--- src/rtl/input_irq_controller_pkg.sv ---
// Shared constants for the input-exception handshake: controller state encoding
// and the exception-type numbering used by the control FSM.
package input_irq_controller_pkg;

  typedef logic [1:0] state_t;

  localparam state_t IDLE    = 2'd0;
  localparam state_t PENDING = 2'd1;
  localparam state_t SERVICE = 2'd2;

  localparam logic [1:0] EXTYPE_INPUT    = 2'd0;
  localparam logic [1:0] EXTYPE_OVFL     = 2'd1;
  localparam logic [1:0] EXTYPE_ACCINV   = 2'd2;
  localparam logic [1:0] EXTYPE_MISALIGN = 2'd3;

  function automatic logic rising(input logic lvl, input logic lvl_q);
    return lvl & ~lvl_q;
  endfunction

endpackage

--- src/rtl/input_irq_controller_sync_fifo.sv ---
// Small synchronous FIFO: register storage, wrapping pointers, occupancy count.
// The head word is presented combinationally on dout.
module sync_fifo #(
  parameter int WIDTH = 16,
  parameter int DEPTH = 4,
  localparam int AW   = $clog2(DEPTH)
) (
  input  logic             CLK,
  input  logic             Reset,
  input  logic             push,
  input  logic             pop,
  input  logic [WIDTH-1:0] din,
  output logic [WIDTH-1:0] dout,
  output logic [AW:0]      count,
  output logic             full,
  output logic             empty
);

  localparam logic [AW-1:0] PTR_ONE  = AW'(1);
  localparam logic [AW:0]   CNT_ONE  = (AW+1)'(1);
  localparam logic [AW:0]   CNT_FULL = (AW+1)'(DEPTH);
  localparam logic [AW:0]   CNT_ZERO = '0;

  logic [WIDTH-1:0] mem_q [DEPTH];
  logic [WIDTH-1:0] mem_d [DEPTH];
  logic [AW-1:0]    wr_ptr_q, wr_ptr_d;
  logic [AW-1:0]    rd_ptr_q, rd_ptr_d;
  logic [AW:0]      count_q, count_d;
  logic             push_ok, pop_ok;

  assign full    = (count_q == CNT_FULL);
  assign empty   = (count_q == CNT_ZERO);
  assign push_ok = push & ~full;
  assign pop_ok  = pop & ~empty;
  assign dout    = mem_q[rd_ptr_q];
  assign count   = count_q;

  // Next storage, pointer and occupancy values.
  always_comb begin
    mem_d = mem_q;
    if (push_ok) begin
      mem_d[wr_ptr_q] = din;
      wr_ptr_d        = wr_ptr_q + PTR_ONE;
    end else begin
      wr_ptr_d = wr_ptr_q;
    end
    if (pop_ok) begin
      rd_ptr_d = rd_ptr_q + PTR_ONE;
    end else begin
      rd_ptr_d = rd_ptr_q;
    end
    case ({push_ok, pop_ok})
      2'b10:   count_d = count_q + CNT_ONE;
      2'b01:   count_d = count_q - CNT_ONE;
      default: count_d = count_q;
    endcase
  end

  // FIFO state registers.
  always_ff @(posedge CLK or posedge Reset) begin
    if (Reset) begin
      for (int i = 0; i < DEPTH; i++) begin
        mem_q[i] <= '0;
      end
      wr_ptr_q <= '0;
      rd_ptr_q <= '0;
      count_q  <= '0;
    end else begin
      mem_q    <= mem_d;
      wr_ptr_q <= wr_ptr_d;
      rd_ptr_q <= rd_ptr_d;
      count_q  <= count_d;
    end
  end

endmodule

--- src/rtl/input_irq_controller.sv ---
// Peripheral end of the input-exception handshake: buffers device words, requests
// service with InputRecv and pops one word per rising InputRst into InData.
module input_irq_controller #(
  parameter int WIDTH = 16,
  parameter int DEPTH = 4,
  parameter int AW    = 2
) (
  input  logic             CLK,
  input  logic             Reset,
  input  logic [WIDTH-1:0] dev_data,
  input  logic             dev_valid,
  output logic             dev_ready,
  input  logic             InputRst,
  input  logic             RdEn,
  output logic [WIDTH-1:0] InData,
  output logic             InputRecv,
  output logic             Overrun,
  output logic [AW:0]      Count
);
  import input_irq_controller_pkg::*;

  localparam logic [AW:0] CNT_ZERO = '0;

  state_t           state_q, state_d;
  logic             input_rst_q, input_rst_d;
  logic             input_recv_q, input_recv_d;
  logic             overrun_q, overrun_d;
  logic [WIDTH-1:0] in_data_q, in_data_d;

  logic [WIDTH-1:0] fifo_dout;
  logic [AW:0]      fifo_count;
  logic             fifo_full, fifo_empty;
  logic             push, pop, ack_edge, rd_accept, more_data;

  assign ack_edge  = rising(InputRst, input_rst_q);
  assign push      = dev_valid & ~fifo_full;
  assign pop       = (state_q == PENDING) & ack_edge & ~fifo_empty;
  assign rd_accept = (state_q == SERVICE) & RdEn;
  // No pop happens in SERVICE, so the post-edge count is non-zero iff data is
  // already queued or a word is being pushed on this edge.
  assign more_data = (fifo_count != CNT_ZERO) | push;

  sync_fifo #(
    .WIDTH (WIDTH),
    .DEPTH (DEPTH)
  ) u_fifo (
    .CLK   (CLK),
    .Reset (Reset),
    .push  (push),
    .pop   (pop),
    .din   (dev_data),
    .dout  (fifo_dout),
    .count (fifo_count),
    .full  (fifo_full),
    .empty (fifo_empty)
  );

  // State and datapath registers.
  always_ff @(posedge CLK or posedge Reset) begin
    if (Reset) begin
      state_q      <= IDLE;
      input_rst_q  <= 1'b0;
      input_recv_q <= 1'b0;
      overrun_q    <= 1'b0;
      in_data_q    <= '0;
    end else begin
      state_q      <= state_d;
      input_rst_q  <= input_rst_d;
      input_recv_q <= input_recv_d;
      overrun_q    <= overrun_d;
      in_data_q    <= in_data_d;
    end
  end

  // Handshake next-state logic.
  always_comb begin
    state_d = state_q;
    case (state_q)
      IDLE: begin
        if (fifo_count != CNT_ZERO) state_d = PENDING;
        else                        state_d = IDLE;
      end
      PENDING: begin
        if (pop) state_d = SERVICE;
        else     state_d = PENDING;
      end
      SERVICE: begin
        if (RdEn) state_d = more_data ? PENDING : IDLE;
        else      state_d = SERVICE;
      end
      default: state_d = IDLE;
    endcase
  end

  // Registered outputs; an overrun on the same edge as a read wins over the clear.
  always_comb begin
    input_rst_d  = InputRst;
    input_recv_d = (state_d == PENDING);
    if (pop) in_data_d = fifo_dout;
    else     in_data_d = in_data_q;
    if (dev_valid & fifo_full) overrun_d = 1'b1;
    else if (rd_accept)        overrun_d = 1'b0;
    else                       overrun_d = overrun_q;
  end

  assign dev_ready = ~fifo_full;
  assign InData    = in_data_q;
  assign InputRecv = input_recv_q;
  assign Overrun   = overrun_q;
  assign Count     = fifo_count;

endmodule

--- config.mk ---
export PLATFORM = sky130hd
export DESIGN_NAME = input_irq_controller
export DESIGN_NICKNAME = d
export VERILOG_FILES = /design/src/rtl/input_irq_controller_pkg.sv /design/src/rtl/input_irq_controller_sync_fifo.sv /design/src/rtl/input_irq_controller.sv
export SDC_FILE = /design/constraint.sdc
export NUM_CORES = 1
export LEC_CHECK = 0
export CAP_MARGIN = 40
export CORE_MARGIN = 3
export CORE_UTILIZATION = 45
export DETAILED_ROUTE_END_ITERATION = 7
export PLACE_DENSITY = 0.65
export RECOVER_POWER = 50
export SETUP_SLACK_MARGIN = 0.15
export SLEW_MARGIN = 25
export SYNTH_ARGS = -nofsm -noshare
export SYNTH_HDL_FRONTEND = slang
export SYNTH_SLANG_ARGS = --single-unit
--- constraint.sdc ---
create_clock -name CLK -period 4.51 [get_ports CLK]
set_clock_uncertainty 0.1 [all_clocks]
set_input_delay 1.353 -clock CLK [delete_from_list [all_inputs] [get_ports CLK]]
set_output_delay 1.353 -clock CLK [all_outputs]
set_load 0.05 [all_outputs]
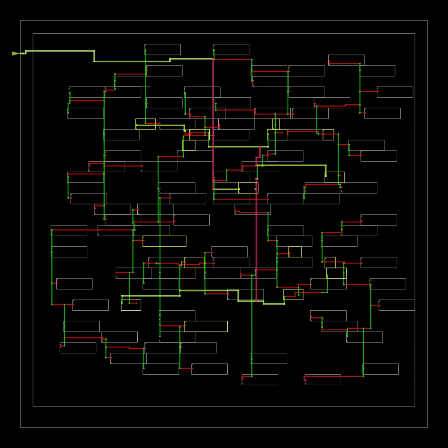
**Above:** run 1 (the clock network).
clk_lat worst skew: 0.36 ns
CTS sink cnt: 92
final-layout clock buffer total: 9
clk pwr: 613 uW
CTS buffer count: 9

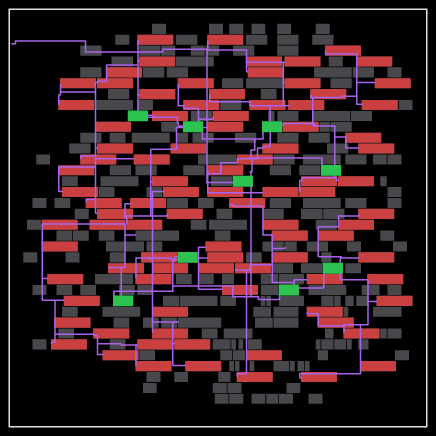
**Above:** run 1 (clock network drawn from the DEF).
Scale: 4 px per um.
legend:
  purple:
    item: clock wires
    length: 1090 um
  green:
    item: clock-net drivers
    count: 9
  red:
    item: flip-flops
    count: 92
routed clock nets: 10
flops lie: all over the die

==> impl_metrics.csv, run 1 <==
group,metric,value,unit
timing,hold_violations,0,
layout,n_all_buffers,45,
floorplanning,rows,35,
power,cellPowerDensity,778.9,nW/um2
power,vdd_drop_max,0.2301,mV
drt,highest_layer,"met4",
clocking,cts_resized,0,
worst_setup_path,cp-endpoint,"dev_ready",
power,p_comb,1760,uW
drt,wl_per_cell,17.56,um
power,internal_power,2552,uW
global_routing,grt_pass1_vias,2339,
layout,comb_area,1824,um2
drt,drc,0,
yosys,synth_area,4322,um2
worst_setup_path,crit_cells,2,
yosys,top_cells_by_area,"dfrtp_1 (53%), mux2_4 (17%), mux4_1 (9.7%)",
floorplanning,fp.dieW,104,um
layout,final_core_util,53.89,%
layout,n_antenna_cell,0,
place,dpl.hpwl,4.674,mm
timing,rsz0062_at_grt,"no",
yosys,async_flop_share,100.0,%
layout,nFillCells,773,
floorplanning,chipArea,10820,um2
power,clkPwrFrac,15.7,%
layout,largest_reg_flops,64,
drt,detail-route-antenna-nets,0,
drt,vias_per_cell,5.179,
place,dp_cells,404,
min_path,hold_depth,2,
worst_setup_path,reg2reg_from,"u_fifo.count[0]$_DFFE_PP0P_",
timing,finalSetupTns,0,ns
global_routing,use_met1,21.36,%
timing,slew_headroom,30.04,%
worst_setup_path,startpoint,"u_fifo.count[0]$_DFFE_PP0P_",
drt,drtIter0Drc,58,
power,power,3898,uW
clocking,clock_path_buffers,2,
global_routing,grt_max_degree,44,
power,power_frac_seq,39.1,%
clocking,cts_tree,"done",
layout,final-instance-count-excl-fill,420,
global_routing,grt_use_total,15.19,%
timing,worst_pin_slew,1.049,ns
layout,nets,313,
yosys,ys.flops,92,
yosys,simple_gate_share,3.503,%
worst_setup_path,crit_path_cell_trace,"or3b_1 -> clkdlybuf4s50_1",
drt,dr_wl_met2,3.476,mm
timing,slew_violations,0,
yosys,ff_type,"dfrtp_1",
layout,top_register,"u_fifo.mem_q",
yosys,synth-edff-count,0,
timing,final-setup-viol-count,0,
yosys,synth_top_area_share,53.27,%
global_routing,antenna_found_initial,0,
floorplanning,core,9284,um2
run,cap_violations,0,
clocking,cts_root_buffer,"clkbuf_8",
power,power.leakage,0.002274,uW
floorplanning,die.size.y,104,um
drt,first_pass_iters,4,
global_routing,top_usage_layer,"met2",
worst_setup_path,crit_type,"flop to primary output",
worst_setup_path,r2r_slack,2.01,ns
power,pwr-share-comb,45.2,%
min_path,whs_endpoint,"Overrun$_DFFE_PP0P_",
yosys,topCombFamilyByArea,"multiplexers",
status,status,"finished, final reports clean",
worst_setup_path,cpPeakStageDelay,0.80,ns
power,pg_seq,1520,uW
clocking,postCtsSetupBuffers,0,
drt,m1WireLength,3.526,mm
yosys,yosys.area_share.adder,1.911,%
layout,lay_top_count,"dfrtp_1",
layout,largestClassByArea,"sequential cells",
yosys,syn_area_per_cell,17.93,um2
yosys,ys_area,4322,um2
floorplanning,pin_count,43,
layout,comb.multi_input.count,130,
yosys,mux_area_share,35.23,%
place,dpl_cell_area,4812,um2
floorplanning,n_tap_cell,129,
drt,wl,7.377,mm
worst_setup_path,reg2reg_depth,8,
clocking,cts_htree_levels,3,
layout,clkCellAreaFrac,4.426,%
yosys,fp_nets,268,
global_routing,grt_pass1_wl,12.85,mm
place,gp_congestion,0.7079,
power,power-top-group,"combinational logic",
clocking,clkSlewWorstSetupHoldPaths,0.09,ns
worst_setup_path,reg2reg_to,"u_fifo.count[2]$_DFFE_PP0P_",
clocking,cts_hold_buf,0,
timing,finalWorstSetupSlack,0.8494,ns
layout,seq_area,2302,um2
yosys,yosys-top-cells-count,"dfrtp_1 (92), mux2_4 (48), mux2_2 (33)",
worst_setup_path,worstPathRequired,3.06,ns
run,tool_warnings,29,
layout,drive_gt1_share,36.08,%
place,dp_slack,0.8014,ns
layout,final_cell_mix,"dfrtp_1 (92), mux2_4 (46), clkdlybuf4s50_1 (39)",
yosys,synthCells,241,
timing,fin_hold_ws,0.3932,ns
global_routing,grt_util_met3,5.587,%
worst_setup_path,cp_top_family,"buffers and inverters",
yosys,ys_seq_share,53.27,%
worst_setup_path,cp_data_arrival_time,2.21,ns
global_routing,gr-total-overflow,0,
worst_setup_path,end_kind,"primary output",
layout,sh_comb_area,36.46,%
worst_setup_path,cp_num_buf_inv,1,
drt,wl_met3,303,um
layout,inverters_excl_clock,8,
timing,period_used_share,81.17,%
worst_setup_path,start_kind,"flop",
place,io_buffers,42,
yosys,synth.most_common_cell,"dfrtp_1",
yosys,ys_sh_xor,1.216,%
global_routing,use_met2,22.66,%
layout,buf_share,9.202,%
timing,finalCriticalPeriod,3.661,ns
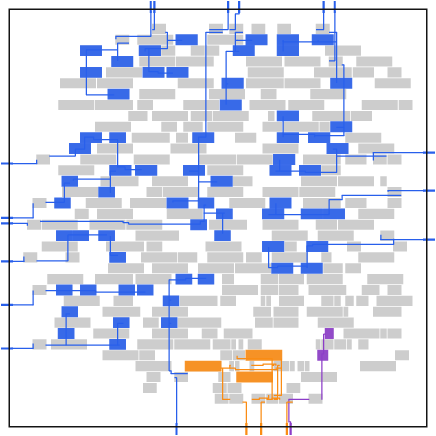
**Above:** run 1 (port wiring).
Scale: 4 px per um.
legend:
  orange:
    port: Count
    bits: 3
    direction: output
    end_cells: 3
    buffers: 3
    wire: 103 um
  purple:
    port: RdEn
    bits: 1
    direction: input
    end_cells: 2
    buffers: 1
    wire: 29.0 um
  blue:
    port: dev_data
    bits: 16
    direction: input
    end_cells: 64
    buffers: 16
    wire: 736 um

## Run 2: what changed since run 1
==> constraint.sdc (replaced) <==
create_clock -name CLK -period 3.5 [get_ports CLK]
set_clock_uncertainty 0.1 [all_clocks]
set_input_delay 1.05 -clock CLK [delete_from_list [all_inputs] [get_ports CLK]]
set_output_delay 1.05 -clock CLK [all_outputs]
set_load 0.05 [all_outputs]
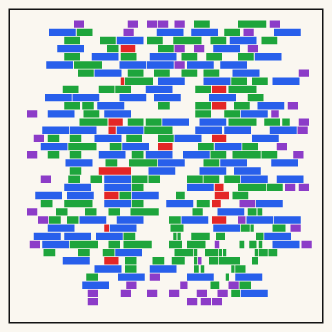
**Above:** run 2 (cell classes on the final placement).
Scale: 3 px per um.
legend:
  red:
    class: clock drivers and dummy loads
    cells: 16
  green:
    class: remaining logic cells
    cells: 138
  purple:
    class: remaining buffers and delay cells
    cells: 48
  blue:
    class: registers
    cells: 92

==> run 2 against run 1 <==
- critical path depth is the same
- first-iteration DRC count grew 12%
- clock power increased by 18%
- sequential share of layout area increased by 0.12 points
- largest cell class unchanged
- largest power group unchanged
==> impl_metrics.csv, run 2 <==
group,metric,value,unit
timing,fin_hold_ws,0.3999,ns
worst_setup_path,start_kind,"flop",
worst_setup_path,crit_cells,2,
global_routing,grt_use_total,14.71,%
floorplanning,die.size.y,104,um
drt,dr_wl_met2,3.589,mm
layout,largest_reg_flops,64,
clocking,cts_htree_levels,3,
power,p_comb,2300,uW
global_routing,grt_util_met3,2.669,%
layout,top_register,"u_fifo.mem_q",
yosys,top_cells_by_area,"dfrtp_1 (53%), mux2_4 (17%), mux4_1 (9.7%)",
floorplanning,fp.dieW,104,um
global_routing,gr-total-overflow,0,
layout,inverters_excl_clock,8,
layout,seq_area,2302,um2
global_routing,use_met2,23.49,%
worst_setup_path,cp_num_buf_inv,1,
worst_setup_path,startpoint,"u_fifo.count[0]$_DFFE_PP0P_",
power,vdd_drop_max,0.3363,mV
worst_setup_path,cp_top_family,"buffers and inverters",
yosys,ys_area,4322,um2
clocking,cts_num_sinks,92,
clocking,cts_hold_buf,0,
drt,drc,0,
power,internal_power,3261,uW
floorplanning,chipArea,10820,um2
drt,detail-route-antenna-nets,0,
timing,period_used_share,88.31,%
layout,buf_share,9.351,%
yosys,ys.warnings.count,0,
yosys,fp_nets,268,
yosys,synth_area,4322,um2
layout,nFillCells,798,
power,cellPowerDensity,998.1,nW/um2
clocking,cts_tree,"done",
timing,worst_pin_slew,1.230,ns
worst_setup_path,r2r_slack,1.06,ns
yosys,ys_seq_share,53.27,%
clocking,cts_resized,0,
floorplanning,n_tap_cell,129,
global_routing,grt_max_degree,93,
layout,clkbuf_count,11,
clocking,postCtsSetupBuffers,0,
run,tool_warnings,29,
layout,largestClassByArea,"sequential cells",
layout,drive_gt1_share,36.73,%
floorplanning,pin_count,43,
yosys,ff_type,"dfrtp_1",
timing,slew_violations,0,
yosys,synth-edff-count,0,
yosys,yosys-top-cells-count,"dfrtp_1 (92), mux2_4 (48), mux2_2 (33)",
layout,n_all_buffers,48,
place,dpl.hpwl,4.557,mm
clocking,cts_root_buffer,"clkbuf_8",
worst_setup_path,reg2reg_to,"u_fifo.count[2]$_DFFE_PP0P_",
worst_setup_path,worstPathRequired,2.35,ns
layout,final_area,4991,um2
timing,finalSetupTns,0,ns
layout,comb.multi_input.count,130,
power,power,4982,uW
worst_setup_path,cpPeakStageDelay,0.72,ns
layout,n_antenna_cell,0,
power,clkPwrFrac,14.5,%
layout,comb_area,1824,um2
worst_setup_path,end_kind,"primary output",
yosys,ys_sh_xor,1.216,%
yosys,topCombFamilyByArea,"multiplexers",
yosys,async_flop_share,100.0,%
yosys,syn_area_per_cell,17.93,um2
status,status,"finished, final reports clean",
yosys,synth_top_area_share,53.27,%
min_path,min_path_type,"flop to flop",
global_routing,grt_pass1_vias,2322,
yosys,synthCells,241,
power,power-top-group,"combinational logic",
place,gp_congestion,0.6931,
timing,slew_headroom,17.98,%
worst_setup_path,cp_data_arrival_time,1.94,ns
yosys,synth.most_common_cell,"dfrtp_1",
global_routing,grt_pass1_wl,12.41,mm
yosys,ys.flops,92,
worst_setup_path,cp-endpoint,"dev_ready",
timing,hold_violations,0,
drt,wl_per_cell,17.43,um
power,pwr-share-comb,46.2,%
global_routing,top_usage_layer,"met2",
layout,lay_top_count,"dfrtp_1",
drt,drtIter0Drc,65,
drt,vias_per_cell,5.012,
min_path,hold_depth,2,
yosys,mux_area_share,35.23,%
layout,sh_comb_area,36.55,%
layout,final-instance-count-excl-fill,423,
layout,clkCellAreaFrac,4.036,%
drt,first_pass_iters,4,
worst_setup_path,reg2reg_from,"u_fifo.count[0]$_DFFE_PP0P_",
yosys,simple_gate_share,3.503,%
timing,finalCriticalPeriod,3.091,ns
timing,finalWorstSetupSlack,0.4090,ns
timing,final-setup-viol-count,0,
place,io_buffers,42,
worst_setup_path,crit_path_cell_trace,"or3b_1 -> clkdlybuf4s50_1",
power,power_frac_seq,39.2,%
floorplanning,initCoreUtil,46.55,%
layout,nets,316,
drt,wl_met3,182,um
drt,m1WireLength,3.468,mm
drt,wl,7.374,mm
clocking,clkSlewWorstSetupHoldPaths,0.09,ns
power,pg_seq,1950,uW
floorplanning,core,9284,um2
timing,rsz0062_at_grt,"no",
clocking,worst_skew_pair.late_latency,0.36,ns
place,dp_slack,0.3802,ns
yosys,yosys.area_share.adder,1.911,%
layout,final_cell_mix,"dfrtp_1 (92), mux2_4 (48), clkdlybuf4s50_1 (39)",
global_routing,antenna_found_initial,0,
clocking,numCtsBuffers,9,
min_path,whs_endpoint,"Overrun$_DFFE_PP0P_",
worst_setup_path,crit_type,"flop to primary output",
place,dp_cells,407,
run,cap_violations,0,
global_routing,use_met1,19.72,%
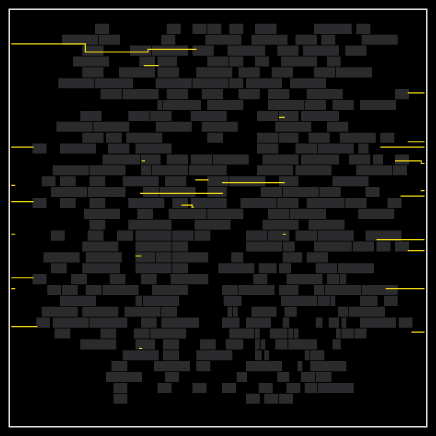
**Above:** run 2 (met3 routing).
Scale: 4 px per um. Cells faint in the background.
longest straight run: 20.5 um
nets with wire on the layer: 20
share of all routed wire: 2.5%
wire length on this layer: 182 um
main direction: horizontal

## Run 3: what changed since run 2
--- a/config.mk
+++ b/config.mk
@@ -12,6 +12,7 @@
 export PLACE_DENSITY = 0.65
 export RECOVER_POWER = 50
 export SETUP_SLACK_MARGIN = 0.15
+export SKIP_CTS_REPAIR_TIMING = 1
 export SLEW_MARGIN = 25
 export SYNTH_ARGS = -nofsm -noshare
 export SYNTH_HDL_FRONTEND = slang
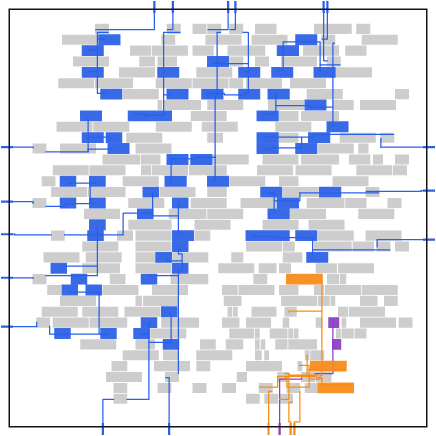
**Above:** run 3 (port wiring).
Scale: 4 px per um.
legend:
  blue:
    port: dev_data
    bits: 16
    direction: input
    end_cells: 64
    buffers: 16
    wire: 777 um
  purple:
    port: RdEn
    bits: 1
    direction: input
    end_cells: 2
    buffers: 1
    wire: 34.8 um
  orange:
    port: Count
    bits: 3
    direction: output
    end_cells: 3
    buffers: 3
    wire: 138 um

==> run 3 against run 2 <==
- worst hold slack unchanged
- flip-flop count unchanged
- sequential share of layout area unchanged
- global-route usage unchanged
- sequential power about the same
- critical path type unchanged
- highest routed layer unchanged
==> impl_metrics.csv, run 3 <==
group,metric,value,unit
layout,largest_reg_flops,64,
power,vdd_drop_max,0.3363,mV
timing,fin_hold_ws,0.3999,ns
timing,slew_headroom,17.98,%
yosys,ys_sh_xor,1.216,%
layout,clkCellAreaFrac,4.036,%
yosys,simple_gate_share,3.503,%
worst_setup_path,cp_num_buf_inv,1,
power,p_comb,2300,uW
yosys,yosys.area_share.adder,1.911,%
timing,slew_violations,0,
power,power_frac_seq,39.2,%
place,dp_slack,0.3802,ns
drt,wl_met3,182,um
clocking,cts_num_sinks,92,
layout,lay_top_count,"dfrtp_1",
drt,vias_per_cell,5.012,
yosys,yosys-top-cells-count,"dfrtp_1 (92), mux2_4 (48), mux2_2 (33)",
worst_setup_path,cp_data_arrival_time,1.94,ns
floorplanning,fp.dieW,104,um
worst_setup_path,cp_top_family,"buffers and inverters",
worst_setup_path,reg2reg_to,"u_fifo.count[2]$_DFFE_PP0P_",
layout,n_antenna_cell,0,
global_routing,grt_pass1_vias,2322,
layout,comb_area,1824,um2
drt,wl,7.374,mm
worst_setup_path,r2r_slack,1.06,ns
floorplanning,rows,35,
layout,final_core_util,53.76,%
clocking,cts_tree,"done",
global_routing,use_met2,23.49,%
timing,hold_violations,0,
global_routing,antenna_found_initial,0,
layout,final_cell_mix,"dfrtp_1 (92), mux2_4 (48), clkdlybuf4s50_1 (39)",
layout,seq_area,2302,um2
timing,finalWorstSetupSlack,0.4090,ns
min_path,whs_endpoint,"Overrun$_DFFE_PP0P_",
min_path,min_path_type,"flop to flop",
worst_setup_path,crit_type,"flop to primary output",
drt,detail-route-antenna-nets,0,
yosys,ff_type,"dfrtp_1",
drt,wl_per_cell,17.43,um
floorplanning,chipArea,10820,um2
layout,largestClassByArea,"sequential cells",
yosys,synth_area,4322,um2
layout,nets,316,
clocking,clkSlewWorstSetupHoldPaths,0.09,ns
layout,drive_gt1_share,36.73,%
drt,dr_wl_met2,3.589,mm
timing,final-setup-viol-count,0,
timing,worst_pin_slew,1.230,ns
yosys,synth_top_area_share,53.27,%
yosys,ys.warnings.count,0,
worst_setup_path,worstPathRequired,2.35,ns
global_routing,grt_use_total,14.71,%
yosys,mux_area_share,35.23,%
yosys,synth-edff-count,0,
power,clkPwrFrac,14.5,%
min_path,hold_depth,2,
global_routing,grt_util_met3,2.669,%
clocking,cts_root_buffer,"clkbuf_8",
yosys,synthCells,241,
timing,finalCriticalPeriod,3.091,ns
global_routing,use_met1,19.72,%
worst_setup_path,start_kind,"flop",
layout,clkbuf_count,11,
yosys,fp_nets,268,
run,tool_warnings,29,
status,status,"finished, final reports clean",
power,clock_power,723,uW
layout,n_all_buffers,48,
power,power,4982,uW
drt,m1WireLength,3.468,mm
yosys,synth.most_common_cell,"dfrtp_1",
layout,final-instance-count-excl-fill,423,
yosys,async_flop_share,100.0,%
clocking,worst_skew_pair.late_latency,0.36,ns
drt,drc,0,
place,dpl.hpwl,4.557,mm
place,dp_cells,407,
power,pwr-share-comb,46.2,%
yosys,syn_area_per_cell,17.93,um2
place,io_buffers,42,
layout,buf_share,9.351,%
timing,rsz0062_at_grt,"no",
worst_setup_path,end_kind,"primary output",
layout,inverters_excl_clock,8,
worst_setup_path,crit_cells,2,
global_routing,grt_pass1_wl,12.41,mm
worst_setup_path,startpoint,"u_fifo.count[0]$_DFFE_PP0P_",
layout,nFillCells,798,
floorplanning,pin_count,43,
global_routing,grt_max_degree,93,
layout,final_area,4991,um2
worst_setup_path,reg2reg_depth,9,
power,internal_power,3261,uW
floorplanning,n_tap_cell,129,
worst_setup_path,cpPeakStageDelay,0.72,ns
clocking,numCtsBuffers,9,
layout,sh_comb_area,36.55,%
yosys,topCombFamilyByArea,"multiplexers",
power,cellPowerDensity,998.1,nW/um2
power,pg_seq,1950,uW
floorplanning,initCoreUtil,46.55,%
floorplanning,core,9284,um2
power,power-top-group,"combinational logic",
yosys,top_cells_by_area,"dfrtp_1 (53%), mux2_4 (17%), mux4_1 (9.7%)",
worst_setup_path,reg2reg_from,"u_fifo.count[0]$_DFFE_PP0P_",
clocking,cts_htree_levels,3,
floorplanning,die.size.y,104,um
timing,finalSetupTns,0,ns
yosys,ys.flops,92,
worst_setup_path,cp-endpoint,"dev_ready",
place,dpl_cell_area,4825,um2
run,cap_violations,0,
timing,period_used_share,88.31,%
worst_setup_path,crit_path_cell_trace,"or3b_1 -> clkdlybuf4s50_1",
drt,highest_layer,"met4",
global_routing,top_usage_layer,"met2",
clocking,clock_path_buffers,2,
power,power.leakage,0.002272,uW
layout,comb.multi_input.count,130,
place,gp_congestion,0.6931,
yosys,ys_seq_share,53.27,%
global_routing,gr-total-overflow,0,
timing,fmax,323.5,MHz
yosys,ys_area,4322,um2
drt,drtIter0Drc,65,
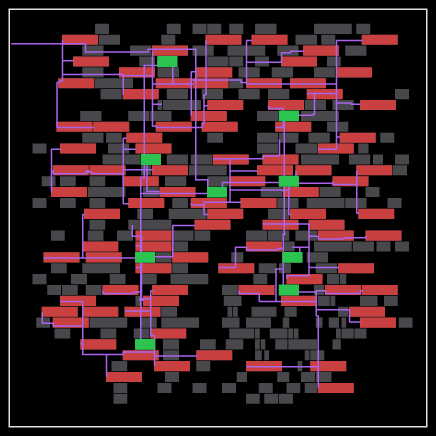
**Above:** run 3 (clock network drawn from the DEF).
Scale: 4 px per um.
legend:
  green:
    item: clock-net drivers
    count: 9
  purple:
    item: clock wires
    length: 1110 um
  red:
    item: flip-flops
    count: 92
flops lie: all over the die
routed clock nets: 10

Power and IR drop assume default switching activity.
